File: src/rtl/cmd_seq_tx_if.sv
// Byte-level bus between the command sequencer and the shared command ROM / UART.
// The master modport is the sequencer's view; the slave modport is the ROM/UART side.
interface cmd_seq_tx_if #(
    parameter int ADDR_W = 5,
    parameter int DATA_W = 8
);
    logic [ADDR_W-1:0] rom_addr;
    logic [DATA_W-1:0] rom_data;
    logic [DATA_W-1:0] tx_data;
    logic              trmt;
    logic              tx_done;
    logic [DATA_W-1:0] rx_data;
    logic              rx_rdy;
    logic              clr_rx_rdy;
    logic [DATA_W-1:0] resp_data;
    logic              resp_vld;

    modport master (
        output rom_addr, tx_data, trmt, clr_rx_rdy, resp_data, resp_vld,
        input  rom_data, tx_done, rx_data, rx_rdy
    );

    modport slave (
        input  rom_addr, tx_data, trmt, clr_rx_rdy, resp_data, resp_vld,
        output rom_data, tx_done, rx_data, rx_rdy
    );
endinterface

File: src/rtl/cmd_seq_tx.sv
// Command sequencer: streams a ROM-resident command to a UART, then waits for a
// terminated response with timeout-driven resend and bounded retries.
module cmd_seq_tx #(
    parameter int                ADDR_W    = 5,
    parameter int                LEN_W     = 4,
    parameter int                DATA_W    = 8,
    parameter logic [DATA_W-1:0] RESP_TERM = 8'h0A,
    parameter int unsigned       TIMEOUT   = 1000000,
    parameter int unsigned       MAX_RETRY = 2
) (
    input  logic              clk,
    input  logic              rst,
    input  logic              send,
    input  logic [ADDR_W-1:0] cmd_start,
    input  logic [LEN_W-1:0]  cmd_len,
    output logic              busy,
    output logic              resp_rcvd,
    output logic              timeout_err,
    output logic [1:0]        retry_cnt,
    cmd_seq_tx_if.master      bus
);

    localparam int                TMR_W     = (TIMEOUT > 1) ? $clog2(TIMEOUT) : 1;
    localparam logic [TMR_W-1:0]  TMR_LAST  = (TIMEOUT > 0) ? TMR_W'(TIMEOUT - 1) : {TMR_W{1'b0}};
    localparam logic              TMR_EN    = (TIMEOUT != 0);
    localparam logic [1:0]        RETRY_LIM = (MAX_RETRY > 3) ? 2'd3 : 2'(MAX_RETRY);

    localparam logic [2:0] ST_IDLE      = 3'd0;
    localparam logic [2:0] ST_FETCH     = 3'd1;
    localparam logic [2:0] ST_XMIT      = 3'd2;
    localparam logic [2:0] ST_WAIT_TX   = 3'd3;
    localparam logic [2:0] ST_WAIT_RESP = 3'd4;

    logic [2:0]        state_q,       state_d;
    logic [ADDR_W-1:0] rom_addr_q,    rom_addr_d;
    logic [ADDR_W-1:0] start_q,       start_d;
    logic [LEN_W-1:0]  len_q,         len_d;
    logic [LEN_W-1:0]  rem_q,         rem_d;
    logic [TMR_W-1:0]  timer_q,       timer_d;
    logic [1:0]        retry_q,       retry_d;
    logic [DATA_W-1:0] tx_data_q,     tx_data_d;
    logic              trmt_q,        trmt_d;
    logic              busy_q,        busy_d;
    logic              resp_rcvd_q,   resp_rcvd_d;
    logic              timeout_err_q, timeout_err_d;
    logic [DATA_W-1:0] resp_data_q,   resp_data_d;
    logic              resp_vld_q,    resp_vld_d;

    logic rx_term_s;
    logic tmr_expired_s;

    assign rx_term_s     = bus.rx_rdy && (bus.rx_data == RESP_TERM);
    assign tmr_expired_s = TMR_EN && (timer_q == TMR_LAST);

    // Next-state and datapath decode for the sequencer FSM.
    always_comb begin
        state_d       = state_q;
        rom_addr_d    = rom_addr_q;
        start_d       = start_q;
        len_d         = len_q;
        rem_d         = rem_q;
        timer_d       = timer_q;
        retry_d       = retry_q;
        tx_data_d     = tx_data_q;
        busy_d        = busy_q;
        resp_data_d   = resp_data_q;
        trmt_d        = 1'b0;
        resp_rcvd_d   = 1'b0;
        timeout_err_d = 1'b0;
        resp_vld_d    = 1'b0;

        case (state_q)
            ST_IDLE: begin
                if (send) begin
                    start_d    = cmd_start;
                    len_d      = cmd_len;
                    rom_addr_d = cmd_start;
                    rem_d      = cmd_len;
                    retry_d    = 2'd0;
                    timer_d    = {TMR_W{1'b0}};
                    busy_d     = 1'b1;
                    state_d    = (cmd_len == {LEN_W{1'b0}}) ? ST_WAIT_RESP : ST_FETCH;
                end else begin
                    state_d = ST_IDLE;
                end
            end
            ST_FETCH: begin
                state_d = ST_XMIT;
            end
            ST_XMIT: begin
                tx_data_d  = bus.rom_data;
                trmt_d     = 1'b1;
                rom_addr_d = rom_addr_q + ADDR_W'(1'b1);
                rem_d      = rem_q - LEN_W'(1'b1);
                state_d    = ST_WAIT_TX;
            end
            ST_WAIT_TX: begin
                if (bus.tx_done) begin
                    if (rem_q == {LEN_W{1'b0}}) begin
                        timer_d = {TMR_W{1'b0}};
                        state_d = ST_WAIT_RESP;
                    end else begin
                        state_d = ST_FETCH;
                    end
                end else begin
                    state_d = ST_WAIT_TX;
                end
            end
            ST_WAIT_RESP: begin
                if (bus.rx_rdy && !rx_term_s) begin
                    resp_data_d = bus.rx_data;
                    resp_vld_d  = 1'b1;
                end else begin
                    resp_vld_d = 1'b0;
                end
                // The terminator takes precedence over a coincident timer expiry.
                if (rx_term_s) begin
                    resp_rcvd_d = 1'b1;
                    busy_d      = 1'b0;
                    state_d     = ST_IDLE;
                end else if (tmr_expired_s) begin
                    if (retry_q < RETRY_LIM) begin
                        retry_d    = retry_q + 2'd1;
                        rom_addr_d = start_q;
                        rem_d      = len_q;
                        timer_d    = {TMR_W{1'b0}};
                        state_d    = (len_q == {LEN_W{1'b0}}) ? ST_WAIT_RESP : ST_FETCH;
                    end else begin
                        timeout_err_d = 1'b1;
                        busy_d        = 1'b0;
                        state_d       = ST_IDLE;
                    end
                end else begin
                    if (TMR_EN) begin
                        timer_d = timer_q + TMR_W'(1'b1);
                    end else begin
                        timer_d = timer_q;
                    end
                end
            end
            default: begin
                busy_d  = 1'b0;
                state_d = ST_IDLE;
            end
        endcase
    end

    // State and output registers with synchronous reset.
    always_ff @(posedge clk) begin
        if (rst) begin
            state_q       <= ST_IDLE;
            rom_addr_q    <= {ADDR_W{1'b0}};
            start_q       <= {ADDR_W{1'b0}};
            len_q         <= {LEN_W{1'b0}};
            rem_q         <= {LEN_W{1'b0}};
            timer_q       <= {TMR_W{1'b0}};
            retry_q       <= 2'd0;
            tx_data_q     <= {DATA_W{1'b0}};
            trmt_q        <= 1'b0;
            busy_q        <= 1'b0;
            resp_rcvd_q   <= 1'b0;
            timeout_err_q <= 1'b0;
            resp_data_q   <= {DATA_W{1'b0}};
            resp_vld_q    <= 1'b0;
        end else begin
            state_q       <= state_d;
            rom_addr_q    <= rom_addr_d;
            start_q       <= start_d;
            len_q         <= len_d;
            rem_q         <= rem_d;
            timer_q       <= timer_d;
            retry_q       <= retry_d;
            tx_data_q     <= tx_data_d;
            trmt_q        <= trmt_d;
            busy_q        <= busy_d;
            resp_rcvd_q   <= resp_rcvd_d;
            timeout_err_q <= timeout_err_d;
            resp_data_q   <= resp_data_d;
            resp_vld_q    <= resp_vld_d;
        end
    end

    assign busy           = busy_q;
    assign resp_rcvd      = resp_rcvd_q;
    assign timeout_err    = timeout_err_q;
    assign retry_cnt      = retry_q;
    assign bus.rom_addr   = rom_addr_q;
    assign bus.tx_data    = tx_data_q;
    assign bus.trmt       = trmt_q;
    assign bus.resp_data  = resp_data_q;
    assign bus.resp_vld   = resp_vld_q;
    // Every received byte is consumed immediately, whatever the state.
    assign bus.clr_rx_rdy = bus.rx_rdy;

endmodule
File: src/flat_wrapper.sv
// flat-port wrapper written by rule: the top's interface ports become plain ports
module cmd_seq_tx_flat 
#(
    parameter int                ADDR_W    = 5,
    parameter int                LEN_W     = 4,
    parameter int                DATA_W    = 8,
    parameter logic [DATA_W-1:0] RESP_TERM = 8'h0A,
    parameter int unsigned       TIMEOUT   = 1000000,
    parameter int unsigned       MAX_RETRY = 2
)
  (clk, rst, send, cmd_start, cmd_len, busy, resp_rcvd, timeout_err, retry_cnt, bus_rom_addr, bus_tx_data, bus_trmt, bus_clr_rx_rdy, bus_resp_data, bus_resp_vld, bus_rom_data, bus_tx_done, bus_rx_data, bus_rx_rdy);
  cmd_seq_tx_if #(.ADDR_W(ADDR_W), .DATA_W(DATA_W)) bus_i ();
  input  logic clk;
  input  logic rst;
  input  logic send;
  input  logic [ADDR_W-1:0] cmd_start;
  input  logic [LEN_W-1:0] cmd_len;
  output logic busy;
  output logic resp_rcvd;
  output logic timeout_err;
  output logic [1:0] retry_cnt;
  output wire logic [$bits(bus_i.rom_addr)-1:0] bus_rom_addr;
  output wire logic [$bits(bus_i.tx_data)-1:0] bus_tx_data;
  output wire logic [$bits(bus_i.trmt)-1:0] bus_trmt;
  output wire logic [$bits(bus_i.clr_rx_rdy)-1:0] bus_clr_rx_rdy;
  output wire logic [$bits(bus_i.resp_data)-1:0] bus_resp_data;
  output wire logic [$bits(bus_i.resp_vld)-1:0] bus_resp_vld;
  input wire logic [$bits(bus_i.rom_data)-1:0] bus_rom_data;
  input wire logic [$bits(bus_i.tx_done)-1:0] bus_tx_done;
  input wire logic [$bits(bus_i.rx_data)-1:0] bus_rx_data;
  input wire logic [$bits(bus_i.rx_rdy)-1:0] bus_rx_rdy;
  assign bus_rom_addr = bus_i.rom_addr;
  assign bus_tx_data = bus_i.tx_data;
  assign bus_trmt = bus_i.trmt;
  assign bus_clr_rx_rdy = bus_i.clr_rx_rdy;
  assign bus_resp_data = bus_i.resp_data;
  assign bus_resp_vld = bus_i.resp_vld;
  assign bus_i.rom_data = bus_rom_data;
  assign bus_i.tx_done = bus_tx_done;
  assign bus_i.rx_data = bus_rx_data;
  assign bus_i.rx_rdy = bus_rx_rdy;
  cmd_seq_tx #(.ADDR_W(ADDR_W), .LEN_W(LEN_W), .DATA_W(DATA_W), .RESP_TERM(RESP_TERM), .TIMEOUT(TIMEOUT), .MAX_RETRY(MAX_RETRY)) u_core (.clk(clk), .rst(rst), .send(send), .cmd_start(cmd_start), .cmd_len(cmd_len), .busy(busy), .resp_rcvd(resp_rcvd), .timeout_err(timeout_err), .retry_cnt(retry_cnt), .bus(bus_i));
endmodule
File: config.mk
export PLATFORM = sky130hd
export DESIGN_NAME = cmd_seq_tx_flat
export DESIGN_NICKNAME = d
export VERILOG_FILES = /design/src/rtl/cmd_seq_tx_if.sv /design/src/rtl/cmd_seq_tx.sv /design/src/flat_wrapper.sv
export SDC_FILE = /design/constraint.sdc
export NUM_CORES = 1
export LEC_CHECK = 0
export CAP_MARGIN = 0
export CORE_MARGIN = 4
export CORE_UTILIZATION = 47
export CTS_CLUSTER_DIAMETER = 60
export CTS_CLUSTER_SIZE = 12
export DETAILED_ROUTE_END_ITERATION = 10
export PLACE_DENSITY = 0.87
export SYNTH_ARGS = -nofsm -noshare
export SYNTH_HDL_FRONTEND = slang
export SYNTH_SLANG_ARGS = --single-unit
File: constraint.sdc
create_clock -name clk -period 2.7 [get_ports clk]
set_input_delay 0.54 -clock clk [delete_from_list [all_inputs] [get_ports clk]]
set_output_delay 0.54 -clock clk [all_outputs]
set_load 0.02 [all_outputs]
==> flow_summary.ini <==
; physical design summary
[status]
outcome = complete, no violations

[clock_network]
cts.repair.resized = 0
cts_htree_levels = 3
clock.latency.late_pin_ns = 0.33
cts_max_path_buffers = 2

[power]
pwr-share-comb_pct = 21.7
switching_share_pct = 27.86
pwr-share-seq_pct = 43.9

[placement]
placed_cell_area_um2 = 3827

[critical_path]
crit_buf_inv = 1
critPathRequiredTime_ns = 2.91
crit_type = register to register

[route]
firstDrtPassIters = 5
drtAntennaViolNets = 0
wl_met3_um = 814
drt-total-wl_um = 7836
post_drt_wl_per_cell_um = 14.93
met2_length_um = 3532

[global_route]
overflow = 0
grt_pass1_vias = 2850

[finish]
inv_count = 3
seqCellArea_um2 = 1281
largest_reg_flops = 20

[synth]
aoi_share_pct = 16.50
top_cell = dfxtp_1

[sta]
finalSetupViolations = 0

[die]
die_area_um2 = 7942
==> images/cell_classes.png <==
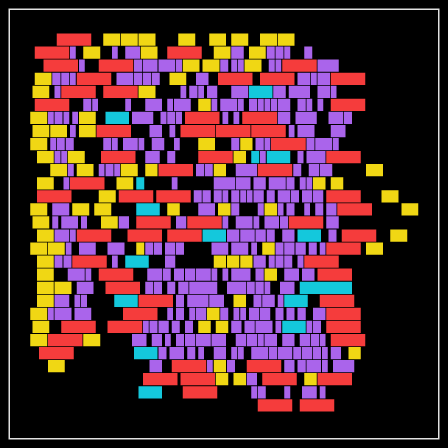
all other logic: shown in purple, cells 287. other buffers and delay cells: shown in yellow, cells 82. clock drivers and dummy loads: shown in cyan, cells 15. flip-flops: shown in red, cells 64.
flop share of the area: 31.67%
FP Rows: 29
utilization after layout: 63.34%
Final Cell Area: 4045 µm²
CORE AREA: 6386 µm²

==> images/port_nets.png <==
Scale bar: 20 µm.
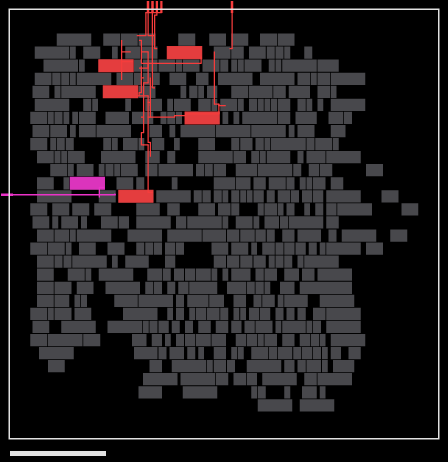
bus_rom_addr: shown in red, direction output, edge north, end cells 5, buffers 5, wire 181 µm. bus_trmt: shown in magenta, direction output, edge west, end cells 1, buffers 1, wire 24.5 µm.
number of top-level pins: 59
Buffers on Ports: 58

==> images/pdn.png <==
Scale bar: 20 µm. Pins as bars on the die edge.
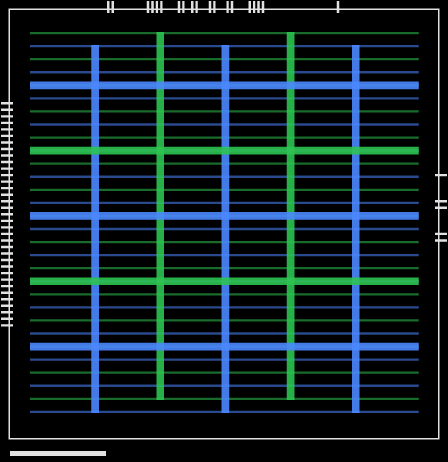
VSS: shown in blue. VDD: shown in green.
5 straps on met4. 30 met1 rails follow the rows. The core has 29 rows. 5 straps on met5. 59 signal pins sit on the boundary.
worst vdd ir: 0.0003385 V
die span in y: 89.12 µm
Die X: 89.12 µm

==> images/density.png <==
Scale bar: 20 µm. The die is cut into 9 by 9 equal tiles; black is low, pale yellow is high, 0 to 100% covered.
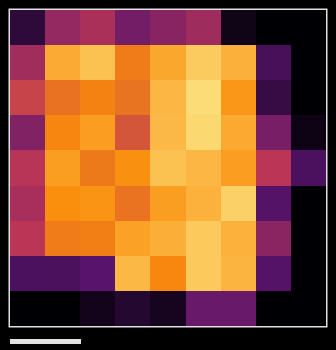
The emptiest ninth of the die: north-east. 36% of the tiles are over 75% full. 14% of the tiles are nearly empty. The fullest tile reaches 92%. The densest ninth of the die: center.
FP Core Util: 48.43%

Power is estimated from default activity; no workload was simulated.
